## config.mk

```make
export PLATFORM = sky130hd
export DESIGN_NAME = timer_core_flat
export DESIGN_NICKNAME = d
export VERILOG_FILES = /design/src/rtl/timer_pkg.sv /design/src/rtl/timer_core_if.sv /design/src/rtl/bcd_digit_counter.sv /design/src/rtl/timer_core.sv /design/src/flat_wrapper.sv
export SDC_FILE = /design/constraint.sdc
export NUM_CORES = 1
export LEC_CHECK = 0
export CAP_MARGIN = 20
export CORE_UTILIZATION = 45
export DETAILED_ROUTE_END_ITERATION = 12
export PLACE_DENSITY_LB_ADDON = 0.3
export SLEW_MARGIN = 10
export SYNTH_ARGS = -nofsm -noshare
export SYNTH_HDL_FRONTEND = slang
export SYNTH_SLANG_ARGS = --single-unit
```

## constraint.sdc

```tcl
create_clock -name inputClock -period 6.9 [get_ports inputClock]
set_input_delay 2.07 -clock inputClock [delete_from_list [all_inputs] [get_ports inputClock]]
set_output_delay 2.07 -clock inputClock [all_outputs]
set_load 0.02 [all_outputs]
```

## src/rtl/timer_pkg.sv

```systemverilog
// Shared definitions for the stopwatch/countdown timer slice.
// Contents: FSM state type, BCD digit width and moduli, default up-count
// limit, and BCD helper functions used for load saturation and for
// precomputing the value one second before the up-count limit.
package timer_pkg;

  localparam int          DIGIT_W          = 4;
  localparam logic [3:0]  SEC_ONES_MAX     = 4'd9;
  localparam logic [3:0]  SEC_TENS_MAX     = 4'd5;
  localparam logic [15:0] DEFAULT_UP_LIMIT = 16'h5959;

  typedef enum logic [1:0] {
    IDLE  = 2'd0,
    RUN   = 2'd1,
    PAUSE = 2'd2,
    DONE  = 2'd3
  } timerState_t;

  // Clamp one BCD digit to its largest legal value.
  function automatic logic [DIGIT_W-1:0] satDigit(input logic [DIGIT_W-1:0] d,
                                                  input logic [DIGIT_W-1:0] maxVal);
    return (d > maxVal) ? maxVal : d;
  endfunction

  // Clamp a packed {minTens, minOnes, secTens, secOnes} value digit by digit.
  function automatic logic [15:0] satBcd(input logic [15:0] v);
    return {satDigit(v[15:12], SEC_TENS_MAX), satDigit(v[11:8], SEC_ONES_MAX),
            satDigit(v[7:4],   SEC_TENS_MAX), satDigit(v[3:0],  SEC_ONES_MAX)};
  endfunction

  // One-second BCD decrement with borrow rippling from secOnes upward.
  function automatic logic [15:0] bcdPred(input logic [15:0] v);
    logic [15:0]        res;
    logic               borrow;
    logic [DIGIT_W-1:0] dig;
    logic [DIGIT_W-1:0] maxVal;
    res    = v;
    borrow = 1'b1;
    for (int i = 0; i < 4; i++) begin
      maxVal = (i % 2 == 0) ? SEC_ONES_MAX : SEC_TENS_MAX;
      dig    = v[i*4 +: 4];
      if (borrow) begin
        if (dig == 4'd0) begin
          dig = maxVal;
        end else begin
          dig    = dig - 4'd1;
          borrow = 1'b0;
        end
      end
      res[i*4 +: 4] = dig;
    end
    return res;
  endfunction

endpackage

```

## src/rtl/timer_core_if.sv

```systemverilog
// Control/status bundle between the timer core and its surroundings.
// master: drives tick, control pulses, load value and direction; reads the
//         BCD count and status flags.
// slave:  the timer core itself.
interface timer_core_if;
  logic        tickIn;
  logic        startStop;
  logic        clear;
  logic        load;
  logic [15:0] loadValue;
  logic        countDown;
  logic [15:0] digits;
  logic        running;
  logic        expired;
  logic        pauseOut;

  modport master (
    output tickIn, startStop, clear, load, loadValue, countDown,
    input  digits, running, expired, pauseOut
  );

  modport slave (
    input  tickIn, startStop, clear, load, loadValue, countDown,
    output digits, running, expired, pauseOut
  );
endinterface

```

## src/rtl/bcd_digit_counter.sv

```systemverilog
// Single BCD digit with synchronous clear, saturating load and up/down step.
// Ports:
//   inputClock, nReset  clock and asynchronous active-low reset
//   i_clear             force digit to 0 (highest priority)
//   i_load, i_loadValue load digit, clamped to MAX
//   i_inc, i_dec        step up / down, wrapping at MAX / 0
//   o_value             current digit
//   o_carry, o_borrow   step request that wraps this digit, for the next digit
//   o_isZero            terminal value when counting down
module bcd_digit_counter
  import timer_pkg::*;
#(
  parameter logic [DIGIT_W-1:0] MAX = SEC_ONES_MAX
) (
  input  logic               inputClock,
  input  logic               nReset,
  input  logic               i_clear,
  input  logic               i_load,
  input  logic [DIGIT_W-1:0] i_loadValue,
  input  logic               i_inc,
  input  logic               i_dec,
  output logic [DIGIT_W-1:0] o_value,
  output logic               o_carry,
  output logic               o_borrow,
  output logic               o_isZero
);

  logic [DIGIT_W-1:0] r_value;
  logic               w_isMax;

  assign w_isMax  = (r_value == MAX);
  assign o_isZero = (r_value == '0);
  assign o_carry  = i_inc & w_isMax;
  assign o_borrow = i_dec & o_isZero;
  assign o_value  = r_value;

  always_ff @(posedge inputClock or negedge nReset) begin
    if (!nReset) begin
      r_value <= '0;
    end else if (i_clear) begin
      r_value <= '0;
    end else if (i_load) begin
      r_value <= satDigit(i_loadValue, MAX);
    end else if (i_inc) begin
      r_value <= w_isMax ? '0 : r_value + 4'd1;
    end else if (i_dec) begin
      r_value <= o_isZero ? MAX : r_value - 4'd1;
    end
  end

endmodule

```

## src/rtl/timer_core.sv

```systemverilog
// Stopwatch/countdown core: turns each rising edge of the divided tick into
// one second of a BCD MM:SS count and runs the IDLE/RUN/PAUSE/DONE machine.
// Ports:
//   inputClock, nReset  system clock and asynchronous active-low reset
//   bus (slave)         tickIn, startStop, clear, load, loadValue, countDown in;
//                       digits, running, expired, pauseOut out
module timer_core
  import timer_pkg::*;
#(
  parameter int          SYNC_STAGES = 2,
  parameter logic [15:0] UP_LIMIT    = DEFAULT_UP_LIMIT
) (
  input logic         inputClock,
  input logic         nReset,
  timer_core_if.slave bus
);

  localparam logic [15:0] UP_PRED = bcdPred(UP_LIMIT);

  timerState_t            r_state;
  timerState_t            w_nextState;
  logic                   r_countDown;
  logic                   r_running;
  logic                   r_expired;
  logic                   r_pauseOut;
  logic                   r_ssPrev;
  logic                   r_clearPrev;
  logic                   r_loadPrev;
  logic [SYNC_STAGES-1:0] r_tickSync;
  logic                   r_tickHist;

  logic        w_ssEvent;
  logic        w_clearEvent;
  logic        w_loadEvent;
  logic        w_tickEvent;
  logic        w_loadAccept;
  logic        w_tickStep;
  logic        w_latchDir;
  logic        w_wrap;
  logic        w_countZero;
  logic [3:0]  w_isZero;
  logic [4:0]  w_inc;
  logic [4:0]  w_dec;
  logic [15:0] w_digits;
  logic [15:0] w_startCount;

  // Input history and tick synchroniser; the extra history flop turns the
  // synchronised level into a single-cycle tick event.
  always_ff @(posedge inputClock or negedge nReset) begin
    if (!nReset) begin
      r_ssPrev    <= 1'b0;
      r_clearPrev <= 1'b0;
      r_loadPrev  <= 1'b0;
      r_tickSync  <= '0;
      r_tickHist  <= 1'b0;
    end else begin
      r_ssPrev    <= bus.startStop;
      r_clearPrev <= bus.clear;
      r_loadPrev  <= bus.load;
      r_tickSync  <= {r_tickSync[SYNC_STAGES-2:0], bus.tickIn};
      r_tickHist  <= r_tickSync[SYNC_STAGES-1];
    end
  end

  assign w_ssEvent    = bus.startStop & ~r_ssPrev;
  assign w_clearEvent = bus.clear & ~r_clearPrev;
  assign w_loadEvent  = bus.load & ~r_loadPrev;
  assign w_tickEvent  = r_tickSync[SYNC_STAGES-1] & ~r_tickHist;

  assign w_loadAccept = w_loadEvent & ~w_clearEvent & ((r_state == IDLE) | (r_state == PAUSE));
  // A startStop in the same cycle as a tick wins and the tick is dropped.
  assign w_tickStep   = w_tickEvent & ~w_ssEvent & ~w_clearEvent & (r_state == RUN);
  assign w_countZero  = &w_isZero;
  // Never step past the end values, so a count loaded at a limit cannot wrap.
  assign w_inc[0]     = w_tickStep & ~r_countDown & (w_digits != UP_LIMIT);
  assign w_dec[0]     = w_tickStep & r_countDown & ~w_countZero;
  assign w_wrap       = w_inc[4] | w_dec[4];
  // A load coinciding with startStop in IDLE decides whether the run starts.
  assign w_startCount = w_loadAccept ? satBcd(bus.loadValue) : w_digits;

  for (genvar g = 0; g < 4; g++) begin : g_digit
    bcd_digit_counter #(
      .MAX((g % 2 == 0) ? SEC_ONES_MAX : SEC_TENS_MAX)
    ) u_digit (
      .inputClock  (inputClock),
      .nReset      (nReset),
      .i_clear     (w_clearEvent),
      .i_load      (w_loadAccept),
      .i_loadValue (bus.loadValue[g*4 +: 4]),
      .i_inc       (w_inc[g]),
      .i_dec       (w_dec[g]),
      .o_value     (w_digits[g*4 +: 4]),
      .o_carry     (w_inc[g+1]),
      .o_borrow    (w_dec[g+1]),
      .o_isZero    (w_isZero[g])
    );
  end

  // Next-state logic. DONE is entered on the tick that writes the final value,
  // so the check looks at the value one step before the end.
  always_comb begin
    w_nextState = r_state;
    w_latchDir  = 1'b0;
    if (w_clearEvent) begin
      w_nextState = IDLE;
    end else begin
      case (r_state)
        IDLE: begin
          if (w_ssEvent) begin
            w_latchDir = 1'b1;
            if (!(bus.countDown && (w_startCount == 16'h0000))) begin
              w_nextState = RUN;
            end
          end
        end
        RUN: begin
          if (w_ssEvent) begin
            w_nextState = PAUSE;
          end else if (w_tickEvent) begin
            if (r_countDown) begin
              if (w_countZero || (w_digits == 16'h0001)) w_nextState = DONE;
            end else begin
              if ((w_digits == UP_PRED) || (w_digits == UP_LIMIT)) w_nextState = DONE;
            end
            if (w_wrap) w_nextState = DONE;
          end
        end
        PAUSE: begin
          if (w_ssEvent) w_nextState = RUN;
        end
        DONE: begin
          if (w_ssEvent) w_nextState = IDLE;
        end
        default: w_nextState = IDLE;
      endcase
    end
  end

  // State register; status outputs are registered from the next state so
  // they carry no combinational path from the inputs.
  always_ff @(posedge inputClock or negedge nReset) begin
    if (!nReset) begin
      r_state     <= IDLE;
      r_countDown <= 1'b0;
      r_running   <= 1'b0;
      r_expired   <= 1'b0;
      r_pauseOut  <= 1'b1;
    end else begin
      r_state     <= w_nextState;
      if (w_latchDir) r_countDown <= bus.countDown;
      r_running   <= (w_nextState == RUN);
      r_expired   <= (w_nextState == DONE);
      r_pauseOut  <= (w_nextState != RUN);
    end
  end

  assign bus.digits   = w_digits;
  assign bus.running  = r_running;
  assign bus.expired  = r_expired;
  assign bus.pauseOut = r_pauseOut;

endmodule
```

## src/flat_wrapper.sv

```systemverilog
// flat-port wrapper written by rule: the top's interface ports become plain ports
module timer_core_flat import timer_pkg::*;
#(
  parameter int          SYNC_STAGES = 2,
  parameter logic [15:0] UP_LIMIT    = DEFAULT_UP_LIMIT
)
  (inputClock, nReset, bus_tickIn, bus_startStop, bus_clear, bus_load, bus_loadValue, bus_countDown, bus_digits, bus_running, bus_expired, bus_pauseOut);
  timer_core_if bus_i ();
  input logic inputClock;
  input logic nReset;
  input wire logic [$bits(bus_i.tickIn)-1:0] bus_tickIn;
  input wire logic [$bits(bus_i.startStop)-1:0] bus_startStop;
  input wire logic [$bits(bus_i.clear)-1:0] bus_clear;
  input wire logic [$bits(bus_i.load)-1:0] bus_load;
  input wire logic [$bits(bus_i.loadValue)-1:0] bus_loadValue;
  input wire logic [$bits(bus_i.countDown)-1:0] bus_countDown;
  output wire logic [$bits(bus_i.digits)-1:0] bus_digits;
  output wire logic [$bits(bus_i.running)-1:0] bus_running;
  output wire logic [$bits(bus_i.expired)-1:0] bus_expired;
  output wire logic [$bits(bus_i.pauseOut)-1:0] bus_pauseOut;
  assign bus_i.tickIn = bus_tickIn;
  assign bus_i.startStop = bus_startStop;
  assign bus_i.clear = bus_clear;
  assign bus_i.load = bus_load;
  assign bus_i.loadValue = bus_loadValue;
  assign bus_i.countDown = bus_countDown;
  assign bus_digits = bus_i.digits;
  assign bus_running = bus_i.running;
  assign bus_expired = bus_i.expired;
  assign bus_pauseOut = bus_i.pauseOut;
  timer_core #(.SYNC_STAGES(SYNC_STAGES), .UP_LIMIT(UP_LIMIT)) u_core (.inputClock(inputClock), .nReset(nReset), .bus(bus_i));
endmodule
```

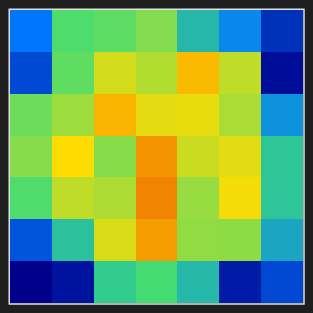
*Local utilization, run 1*
(4 px per um) 7 x 7 tiles, from dark blue (low) to red (high), 0 to 100% covered.
densest ninth of the die: center
nearly empty tiles: 2.0%
mean over tiles: 51%
emptiest ninth of the die: south-west

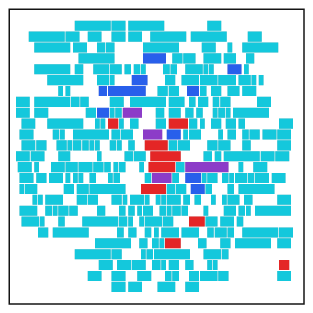
*Sizing map, run 1*
(4 px per um)
legend:
  cyan:
    size: _0 and _1 cells
    cells: 279
  blue:
    size: _2 cells
    cells: 10
  purple:
    size: _6 and larger
    cells: 4
  red:
    size: _3 and _4 cells
    cells: 9
Syn-to-layout area delta: 23.6%
count of non-CTS buffers in the layout: 43
final worst slack: 2.64 ns

==> job_summary.md, run 1 <==
### Metrics collected by this job

| Metric | Value |
|---|---|
| Yosys adder share | 7.66% |
| # Post-CTS Setup Buffers | 0 |
| Crit path launch type | primary input |
| CP max FO | 14 |
| Placed cell count | 364 |
| Crit end category | register |
| Hold_ws | 0.360 ns |
| CP delay by family, top | simple AND/OR/NAND/NOR gates |
| WL/cell | 16.6 um |
| Pwr Total | 0.897 mW |
| Critical path arrival | 4.47 ns |
| Maxcap violations | 0 |
| Yosys stat chip area | 2290 um^2 |
| Hold Vio Cnt, Final | 0 |
| Critical path class | primary input to register |
| CTS Sinks | 28 |
| FILL cells | 470 |
| Starting DRT DRC Count | 242 |
| Final Max Tran Viols | 0 |
| Largest net degree at the start of global routing | 29 |
| Cell Area, Synth | 2290 um^2 |
| Maximum root-to-sink buffer count | 2 |
| Actual slew at the worst max-slew pin | 0.887 ns |
| Drt drc | 0 |
| Mapped Cells | 263 |
| Setup WS pre-CTS | 2.10 ns |
| Clock slew at reported path FFs | 0.11 ns |
| Post-synth net total | 300 |
| DRT Pass-1 Iters | 4 |
| Final worst path period share | 61.8% |
| Leak Pwr | 1.11 nW |
| Final design utilization | 58.7% |
| Post-synthesis sequential area ratio | 30.7% |
| Via/cell ratio | 5.96 |
| CP max-delay cell | nor2_1 |
| Dominant cell area share | 29.5% |
| Root Buffer | clkbuf_8 |
| Cts hold-fix bufs | 0 |
| CP cell instances | clkdlybuf4s50_1 -> or3b_2 -> nor2_1 -> o21ai_0 -> a21oi_1 -> a2bb2oi_1 |
| Worst clock skew | 0.00264 ns |
| Total Nets Final | 340 |
| Log Warnings | 36 |
| Syn_area_per_cell | 8.70 um^2 |
| Compound Share, Synth | 22.9% |
| RSZ-0062 raised after global routing | no |
| Max Clk Rate | 235 MHz |
| Total Routing Usage GR | 23.9% |
| Critical Path RT | 7.11 ns |
| GP Congestion | 0.945 |
| Setup_tns | 0 ns |
| Initial antenna violation count | 0 |
| Flops after synth | 28 |
| Cell Type Count | 68 |
| Post-synth EDFFs | 0 |
| Placed inst area | 2750 um^2 |
| Global-route wire length before repair | 9960 um |
| Yosys warning tally | 0 |
| Die Wd | 73.3 um |
| PortBufs | 41 |
| Post-synthesis async set-or-reset flop share | 100% |
| Die height | 73.3 um |
| Core Region | 4820 um^2 |
| Synth mux share | 3.12% |
| Num rows | 25 |
| Area contributors post-synth | dfrtp_1, ha_1, nand2_1 |
| I/O Pins | 42 |
| Antenna Nets Post-Route | 0 |
| Most common cell in the synthesized netlist | dfrtp_1 |
| Slew headroom | 40.6% |
| Synth Flop Type | dfrtp_1 |
| Worst min path class | register to register |
| Area leader, netlist | dfrtp_1 |
| PwrDens | 318 nW/um^2 |
| CTS tree | built |
| Chip area | 5370 um^2 |
| Post-DP HPWL | 4580 um |
| Top cells by count, synth | dfrtp_1, nand2_1, nor2_1 |
| Yosys xor share | 1.91% |
| H-tree Lvls | 1 |
| Ant diodes | 0 |
| Vias in the first global route | 2050 |
| Outcome | finished, final reports clean |
| Simple-gate share of the synthesized area | 29.3% |
| Clock Latency Late Sink | 0.28 ns |
| CTS resizes | 0 |
| Main logic family after synthesis | simple AND/OR/NAND/NOR gates |
| Post-route design area | 2830 um^2 |
| Floorplan core density | 47.5% |
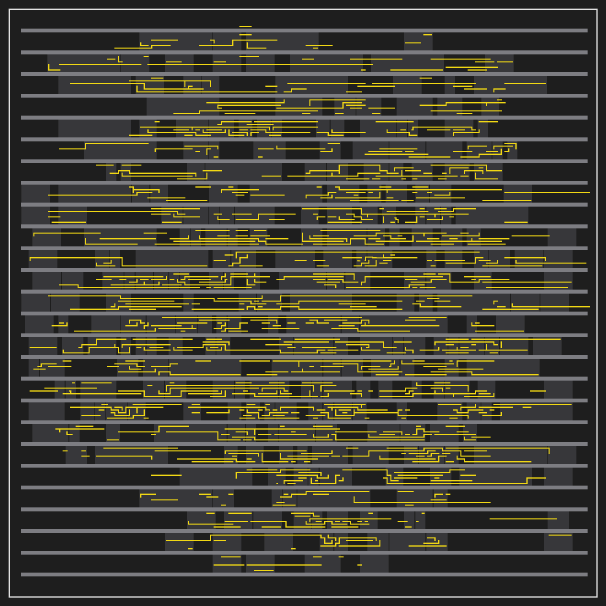
*M1 wires, run 1*
(8 px per um) Supply wires on this layer in gray.
nets with wire on the layer: 294
share of all routed wire: 45%
longest straight run: 30.4 um
wire length on this layer: 2740 um
main direction: horizontal
detailed-route via count: 2198
Routed WL: 6130 um
met1 Resource Use GR: 33.9%

run 1: sequential cells by signal (all words and copies together) (netlist names):
name,flops
u_core.r_clearPrev,1
u_core.bus.expired,1
u_core.r_ssPrev,1
u_core.r_loadPrev,1
u_core.r_state,2
u_core.g_digit.u_digit.o_value,16
u_core.r_tickHist,1
u_core.bus.pauseOut,1
u_core.bus.running,1
u_core.r_countDown,1
u_core.r_tickSync,2
run 1: cells in the final DEF, fill, tap and decap left out, drive strengths merged, types with 2 or more instances in the layout:
cell type / netlist / layout
a211o: 2 / 2
clkbuf: 4 / 3
o31ai: 3 / 3
a2111oi: 2 / 2
o211ai: 5 / 5
nor3: 10 / 10
and2: 2 / 2
inv: 16 / 16
and3: 2 / 2
buf: 4 / 2
nand3: 9 / 9
nor3b: 6 / 6
nand4bb: 2 / 2
a31oi: 4 / 4
xnor2: 4 / 4
nand4: 3 / 3
a22o: 2 / 2
nand2: 22 / 22
dfrtp: 27 / 27
o21ai: 16 / 16
nor2: 20 / 20
a21oi: 13 / 13
or3b: 5 / 5
nor2b: 4 / 4
o31a: 2 / 2
nor4: 8 / 8
a22oi: 2 / 2
ha: 14 / 14
clkdlybuf4s50: 0 / 41
nand2b: 5 / 5
mux2i: 6 / 6
a211oi: 5 / 5
nand3b: 7 / 7
run 1: worst register-to-register path, cell delays in order (launching register included):
cell and delay, ns:
dfrtp_1 0.51, inv_1 0.15, ha_1 0.28, nand4bb_1 0.21
nor4_4 0.45, nor3b_4 0.47, a211o_2 0.28, o21ai_0 0.10
a31oi_1 0.14
run 1: path summary, 6_finish.rpt:
| kind | start | endpoint | slack, ns | depth (start not counted) |
|---|---|---|---|---|
| setup reg to reg | u_core.g_digit[0].u_digit.o_value[1] | u_core.g_digit[2].u_digit.o_value[1] | 4.24 | 8 |
| min in group asynchronous | nReset | u_core.g_digit[1].u_digit.o_value[3] | 2.16 | 2 |
| max in group asynchronous | nReset | u_core.bus.pauseOut | 4.43 | 2 |
| setup / recovery | bus_load | u_core.g_digit[1].u_digit.o_value[2] | 2.64 | 6 |
| hold reg to reg | u_core.r_tickSync[0] | u_core.r_tickSync[1] | 0.36 | 0 |
| hold / removal | u_core.r_tickSync[0] | u_core.r_tickSync[1] | 0.36 | 0 |
run 1: area by class of cell:
type | instances | area [um^2] | share of cell area, %
Tap cell | 67 | 83.8 | 2.97
Inverter | 16 | 60.1 | 2.12
Sequential cell | 28 | 702 | 24.8
Clock inverter | 1 | 30.0 | 1.06
Multi-Input combinational cell | 211 | 1480 | 52.5
Clock buffer | 3 | 41.3 | 1.46
Timing Repair Buffer | 43 | 425 | 15.1
run 1: metal layers:
layer	up-vias	wire [um]	track usage (%)
met5	-	0	0
met2	91	2860	39.2
met4	0	75	5.77
met3	7	446	2.61
met1	1035	2740	33.9
li1	1065	-	-
run 1: power by group:
part | internal (mW) | switching (mW)
logic | 0.225 | 0.241
clock network | 0.0778 | 0.0571
registers | 0.206 | 0.0907
### Nets reached from selected ports, run 1

(4 px per um)
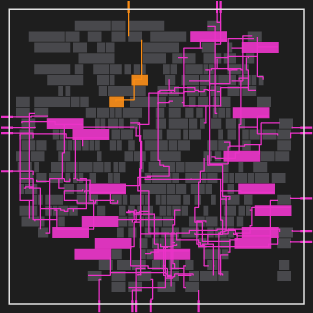

## Run 2: what changed since run 1
==> constraint.sdc (replaced) <==
create_clock -name inputClock -period 3.9 [get_ports inputClock]
set_input_delay 1.17 -clock inputClock [delete_from_list [all_inputs] [get_ports inputClock]]
set_output_delay 1.17 -clock inputClock [all_outputs]
set_load 0.02 [all_outputs]
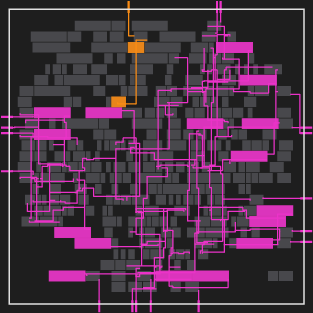
*Nets reached from selected ports, run 2*
(4 px per um)
legend:
  orange:
    port: bus_countDown
    direction: input
    edge: north
    end_cells: 2
    buffers: 1
    wire: 31.4 um
  magenta:
    port: bus_digits
    direction: output
    edge: 5 east, 5 south, 4 west, 2 north
    end_cells: 16
    buffers: 16
    wire: 1320 um
I/O Pins: 42
PortBufs: 41

==> job_summary.md, run 2 <==
### Metrics collected by this job

| Metric | Value |
|---|---|
| Area leader, netlist | dfrtp_1 |
| Internal | 0.901 mW (+77%) |
| Mapped Cells | 263 (unchanged) |
| Initial antenna violation count | 0 (unchanged) |
| Crit path depth | 8 (+2) |
| Floorplan core density | 47.5% (unchanged) |
| Starting DRT DRC Count | 150 (-38%) |
| Die height | 73.3 um (unchanged) |
| Worst min path class | register to register |
| PwrDens | 558 nW/um^2 (+76%) |
| Total Routing Usage GR | 24.4% (+0.46 points) |
| Synth Flop Type | dfrtp_1 |
| Actual slew at the worst max-slew pin | 0.607 ns (-0.281 ns) |
| Clock slew at reported path FFs | 0.11 ns (about the same) |
| Hold Vio Cnt, Final | 0 (unchanged) |
| Core Region | 4820 um^2 (unchanged) |
| Top cells excl fill/tap | clkdlybuf4s50_1, dfrtp_1, nand2_1, nor2_1 |
| Final Max Tran Viols | 0 (unchanged) |
| Worst hold stages | 0 (unchanged) |
| Chip area | 5370 um^2 (unchanged) |
| Largest net degree at the start of global routing | 29 (unchanged) |
| Vias in the first global route | 2172 (+6.0%) |
| Post-route design area | 2860 um^2 (+1.1%) |
| Max reg flops | 16 (unchanged) |
| Critical Path RT | 4.08 ns (-3.03 ns) |
| Global-route wire length before repair | 10100 um (+1.9%) |
| Via/cell ratio | 5.92 (-0.53%) |
| CP max FO | 9 (-5) |
| Root Buffer | clkbuf_8 |
| Log Warnings | 36 (unchanged) |
| Combinational power share | 51.9% (about the same) |
| Outcome | finished, final reports clean |
| Total Nets Final | 344 (+1.2%) |
| Max Clk Rate | 316 MHz |
| Most common cell in the synthesized netlist | dfrtp_1 |
| DRT Pass-1 Iters | 4 (unchanged) |
| Crit end category | register |
| Leak Pwr | 1.13 nW (+1.9%) |
| Top cells by count, synth | dfrtp_1, nand2_1, nor2_1 |
| CP max-delay cell | clkdlybuf4s50_1 |
| Most numerous logic cell after layout | clkdlybuf4s50_1 |
| Cell Area, Synth | 2290 um^2 (unchanged) |
| Setup_tns | 0 ns (unchanged) |
| Cell Type Count | 68 (unchanged) |
| Critical path arrival | 3.35 ns (-1.12 ns) |
| Clock Latency Late Sink | 0.28 ns (about the same) |
| WL/cell | 16.6 um (+0.24%) |
| RSZ-0062 raised after global routing | no |
| Post-synth EDFFs | 0 (unchanged) |
| Syn_area_per_cell | 8.70 um^2 (unchanged) |
| Yosys warning tally | 0 (unchanged) |
| Sw Share | 43.4% (+0.056 points) |
| Maxcap violations | 0 (unchanged) |
| Critical path class | primary input to register |
| CP delay by family, top | simple AND/OR/NAND/NOR gates |
| Post-DP HPWL | 4670 um (+2.1%) |
| Placed inst area | 2790 um^2 (+1.4%) |
| Flops after synth | 28 (unchanged) |
| CTS tree | built |
| Die Wd | 73.3 um (unchanged) |
| GP Congestion | 0.902 (-4.6%) |
| Yosys stat chip area | 2290 um^2 (unchanged) |
| Post-synthesis async set-or-reset flop share | 100% (unchanged) |
| Syn-to-layout area delta | 24.9% |
==> run 2: cell counts after synthesis <==
Identical to the previous run, type by type.
==> run 2: layer usage <==
| metal | track usage (%) | part of all wire, % | vias to the layer above |
|---|---|---|---|
| met4 | 8.12 | 1.2 | 0 |
| met5 | 0 | 0 | - |
| met1 | 31.7 | 45 | 1052 |
| met2 | 40.5 | 47 | 81 |
| met3 | 4.94 | 7.5 | 6 |
| li1 | - | - | 1071 |
==> run 2: cells by family after synthesis <==
kind of cell / count (synthesis) / synth area share (%)
muxes: 7 / 3.12
AOI/OAI and AO/OA: 74 / 22.9
buffers and inverters: 24 / 4.43
xor gates and xnor gates: 5 / 1.91
and+or+nand+nor: 111 / 29.3
DFF: 28 / 30.7
adders and majority gates: 14 / 7.66
==> run 2: final timing paths <==
| kind | start | end |
|---|---|---|
| worst max-delay path | bus_clear | u_core.g_digit[1].u_digit.o_value[2] |
| worst min-delay path | u_core.r_tickSync[0] | u_core.r_tickSync[1] |
| worst max register to register | u_core.g_digit[0].u_digit.o_value[1] | u_core.g_digit[2].u_digit.o_value[1] |
| worst min register to register | u_core.r_tickSync[0] | u_core.r_tickSync[1] |
| max in group asynchronous | nReset | u_core.bus.pauseOut |
| min in group asynchronous | nReset | u_core.g_digit[3].u_digit.o_value[3] |
==> run 2: metrics by stage <==
| step | utilization, % | instances | power (mW) | hold slack, ns |
|---|---|---|---|---|
| final | 59.3 | 373 | 1.59 | 0.346 |
| after global routing | 59.3 | 373 | 1.70 | 0.369 |
| after CTS | 59.3 | 373 | 1.59 | 0.353 |
| after detailed placement | 57.8 | 369 | 1.35 | 0.337 |
| after global placement | 57.8 | 369 | 1.33 | 0.335 |
| after floorplan | - | 263 | 1.05 | 0.331 |
==> run 2: layout make-up <==
| class | instances | area [um^2] |
|---|---|---|
| fillers | 463 | 1960 |
| multi-input cells | 211 | 1480 |
| clock buffers | 3 | 41.3 |
| repair buffers | 47 | 455 |
| flip-flops and latches | 28 | 702 |
| inverters | 16 | 60.1 |
| clock inverters | 1 | 30.0 |
| well taps | 67 | 83.8 |
==> run 2: power groups by stage <==
| stage | Clock (mW) | Sequential [mW] | Combinational [mW] |
|---|---|---|---|
| 2_1_floorplan | 0 | 0.535 | 0.518 |
| 3_3_place_gp | 0 | 0.526 | 0.806 |
| 3_5_place_dp | 0 | 0.529 | 0.821 |
| 4_1_cts | 0.243 | 0.524 | 0.825 |
| 5_1_grt | 0.252 | 0.544 | 0.906 |
| 6_report | 0.239 | 0.527 | 0.827 |
Power and IR drop assume default switching activity.
